==> config.mk <==
export PLATFORM = sky130hd
export DESIGN_NAME = player_ctrl
export DESIGN_NICKNAME = d
export VERILOG_FILES = /design/src/rtl/player_ctrl.sv
export SDC_FILE = /design/constraint.sdc
export NUM_CORES = 1
export LEC_CHECK = 0
export CAP_MARGIN = 20
export CELL_PAD_IN_SITES_DETAIL_PLACEMENT = 1
export CELL_PAD_IN_SITES_GLOBAL_PLACEMENT = 1
export CORE_AREA = 2 2 102 95
export CTS_BUF_LIST = sky130_fd_sc_hd__clkbuf_2
export DETAILED_ROUTE_END_ITERATION = 8
export DIE_AREA = 0 0 104 97
export PLACE_DENSITY = 0.74
export SLEW_MARGIN = 25
export SYNTH_ARGS = -nofsm -noshare
export SYNTH_HDL_FRONTEND = slang
export SYNTH_SLANG_ARGS = --single-unit
export TNS_END_PERCENT = 100
==> constraint.sdc <==
create_clock -name clk -period 11.4 [get_ports clk]
set_input_delay 2.28 -clock clk [delete_from_list [all_inputs] [get_ports clk]]
set_output_delay 2.28 -clock clk [all_outputs]
set_load 0.005 [all_outputs]
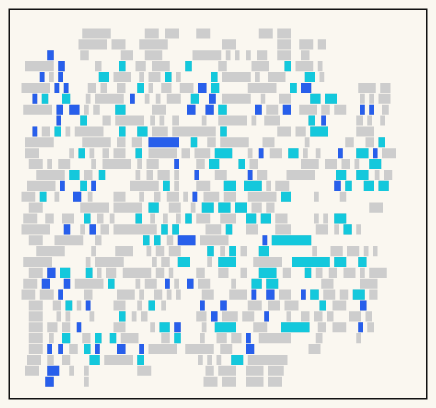
*Gate families picked out*
Drawn at 4 px/um.
- NOR gates: blue (cells 65; most used nor2_1; where spread over the die)
- inverting AOI/OAI gates: cyan (cells 96; most used a21oi_1; where spread over the die)
logic share of the area: 65.3%
Top cell excl fill/tap: nand2_1
Layout Cells excl Fill: 606

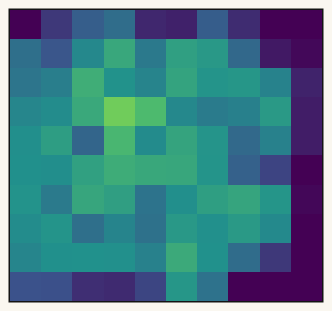
*Placement density heat map*
Drawn at 3 px/um. The die is cut into 10 by 10 equal tiles; dark purple is low, yellow is high, 0 to 100% covered.
- mean over tiles: 38%
- densest ninth of the die: center
- tiles over 75% full: 1.0%
- fullest tile: 78%
Finished Core Util: 44.9%
core area: 0.00892 mm^2
Initial Utilization: 39.5%

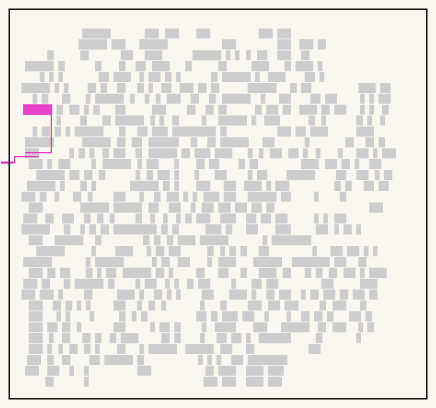
*I/O nets highlighted*
Drawn at 4 px/um.
- moved_b: magenta (bits 1; direction output; edge west; end cells 1; buffers 1; wire 24.5 um)
port buffer count: 32
I/O pin count: 33

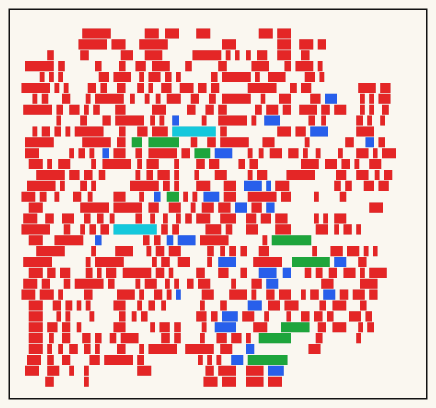
*Sizing map*
Drawn at 4 px/um.
- drive 3 to 4: green (cells 9; share 1.9%)
- drive 2: blue (cells 29; share 6.0%)
- drive 1 or less: red (cells 444; share 92%)
- drive 6 and up: cyan (cells 2; share 0.41%)
design area: 0.00400 mm^2
slack of the critical path: 4210 ps

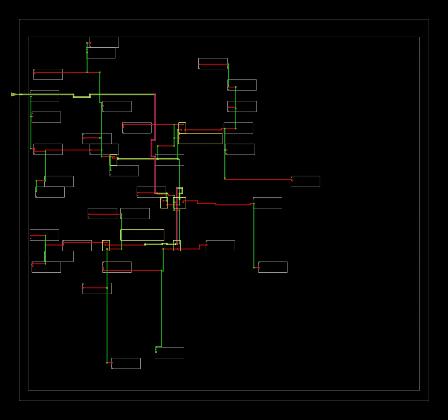
*Clock wiring as the flow saved it*
CTS Buf Count: 5
Flops: 34
clock buffer count: 5

==> flow_metrics.py <==
# Generated from Yosys and OpenROAD reports
metrics = {
    "routing": {
        "wire_per_inst_um": 17.7,
        "drt_iter0_drc": 159,
        "remaining_drc_errors": 0,
        "vias_per_cell": 5.85,
        "dr.pass1.iters": 6,
        "dr_total_vias": 3548,
        "drtAntennaViolNets": 0,
        "wl_um": 10700,
    },
    "floorplan": {
        "die_area_mm2": 0.0101,
        "fp.dieW_um": 104,
        "die.size.y_um": 97,
        "rows": 33,
    },
    "synth": {
        "yosysChipArea_mm2": 0.00353,
        "ff_type": "dfxtp_1",
        "yosysWarnings": 0,
        "avgSynthCellArea_um2": 7.70,
        "simple_gate_area_share_pct": 26.3,
        "synthXorXnorAreaFrac_pct": 7.24,
        "syn_area_mm2": 0.00353,
        "ys_ff": 34,
        "synthArstFlopShare_pct": 0,
        "yosysTopAreaCell": "dfxtp_1",
        "synthTopLogicFamily": "AND-OR/OR-AND gates",
        "ys_cells": 458,
        "ys_sh_adder_pct": 9.01,
        "synth-edff-count": 0,
        "synthAoiAreaFrac_pct": 28.2,
        "ys_sh_mux_pct": 3.34,
        "postSynthSeqShare_pct": 19.3,
        "area_leaders": "dfxtp_1 19%, ha_1 6.7%, nand2_1 5.9%",
        "netlist-cell-type-count": 78,
        "top_area_share_pct": 19.3,
        "syn_nets": 494,
        "synthCells": 458,
    },
    "hold_path": {
        "hold_path_class": "register to register",
        "worstHoldPathCells": 2,
    },
    "place": {
        "dpl_cell_area_mm2": 0.00391,
        "routabilityCongestion": 0.934,
        "hpwl_um": 8370,
        "dp.cells": 598,
        "place_ws_ps": 4320,
    },
    "critical_path": {
        "critPathCaptureType": "register",
        "r2r_setup_slack_ps": 4210,
        "cp_num_cells": 26,
        "worst_ep_arrival_time_ps": 7510,
        "crit_slowest_cell": "dfxtp_1",
        "cp.required_ps": 11730,
        "cpPeakStageDelay_ps": 1040,
        "cp_max_fo": 24,
        "cp-start-kind": "register",
        "cpLargestDelayFamily": "AND-OR/OR-AND gates",
        "crit_buf_inv": 2,
        "crit_type": "register to register",
        "worst-r2r-cell-count": 26,
    },
    "clock_tree": {
        "cts_tree": "done",
        "clk_path_buf_depth": 2,
        "cts-resized-gates": 0,
        "clock_sinks": 34,
        "cts_hold_buf": 0,
        "htreeDepth": 2,
        "clock_latency_ps": 410,
        "clk_pin_slew_worst_paths_ps": 230,
        "cts_setup_buffers": 0,
        "cts-root-buf": "clkbuf_2",
    },
    "flow_run": {
        "max_cap_violations": 0,
        "tool_warnings": 27,
    },
    "cells_and_area": {
        "antenna_cells": 0,
        "fillers": 1153,
        "finalNetCount": 519,
        "area_growth_pct": 13.5,
        "final_layout_size_suffix_gt1_share_pct": 8.26,
        "lay_top_cells": "55 x nand2_1, 35 x nor2_1, 34 x inv_1, 34 x dfxtp_1, 32 x clkdlybuf4s50_1",
    },
    "sta": {
        "tightest_slew_ps": 1010,
        "setup_tns_ps": 0,
        "finalCritPeriodShare_pct": 63.0,
        "slew_headroom_pct": 32.6,
        "hold_viol": 0,
        "whs_ps": 472,
        "finalSetupViolCount": 0,
        "finalCriticalPeriod_ps": 7190,
        "rsz0062_at_grt": "false",
        "skew_ps": 26.4,
        "slew_violations": 0,
        "fmax_mhz": 139,
    },
    "power_and_ir_drop": {
        "peakVddDrop_uv": 64.4,
        "power_density_mw_per_mm2": 61.4,
        "p_total_uw": 246,
        "cellLeakagePower_uw": 0.00155,
    },
    "global_routing": {
        "grt_pass1_wl_um": 17900,
        "grt.overflow.total": 0,
        "grt_pass1_vias": 3561,
        "antenna_found_initial": 0,
        "grt_max_degree": 25,
        "grtUsageTotal_pct": 21.5,
    },
    "run_status": {
        "outcome": "finished clean",
    },
}
-- Yosys cell counts (all sizes together) (7+ instances only) --
cell	number
a211oi	9
a21o	10
a21oi	32
a31oi	9
and3	8
buf	8
clkbuf	7
dfxtp	34
ha	19
inv	36
nand2	56
nand2b	11
nand3	18
nand4	11
nor2	36
nor3	14
o211ai	7
o21ai	18
xnor2	16
xor2	11
-- cell type report --
cell class | instances | area (um^2) | area share [%]
Tap cell | 122 | 153 | 3.81
Multi-Input combinational cell | 373 | 2610 | 65.3
Clock buffer | 5 | 25.0 | 0.625
Inverter | 36 | 135 | 3.38
Sequential cell | 34 | 681 | 17.0
Clock inverter | 3 | 68.8 | 1.72
Timing Repair Buffer | 33 | 328 | 8.19
-- report_power, final --
group | total [uW] | internal (uW) | switching, uW
logic | 16.2 | 7.04 | 9.19
registers | 121 | 120 | 0.839
clock network | 109 | 59.5 | 49.3
total | 246 | 186 | 59.3
-- kinds of logic (layout without fill, tap and decap cells) --
kind of cell | after synthesis | count (layout)
AND/OR/NAND/NOR | 184 | 184
AND-OR/OR-AND | 129 | 129
buffers and inverters | 51 | 77
flip-flops | 34 | 34
XOR/XNOR | 27 | 27
adder cells (fa/ha/maj) | 23 | 23
multiplexers | 10 | 10
-- routing by layer --
| layer | up-vias | global-route usage, % | part of all wire (%) |
|---|---|---|---|
| li1 | 1721 | - | - |
| met2 | 70 | 37.9 | 49 |
| met5 | - | 0 | 0 |
| met3 | 8 | 2.90 | 3.5 |
| met4 | 0 | 3.95 | 0.92 |
| met1 | 1749 | 28.1 | 46 |
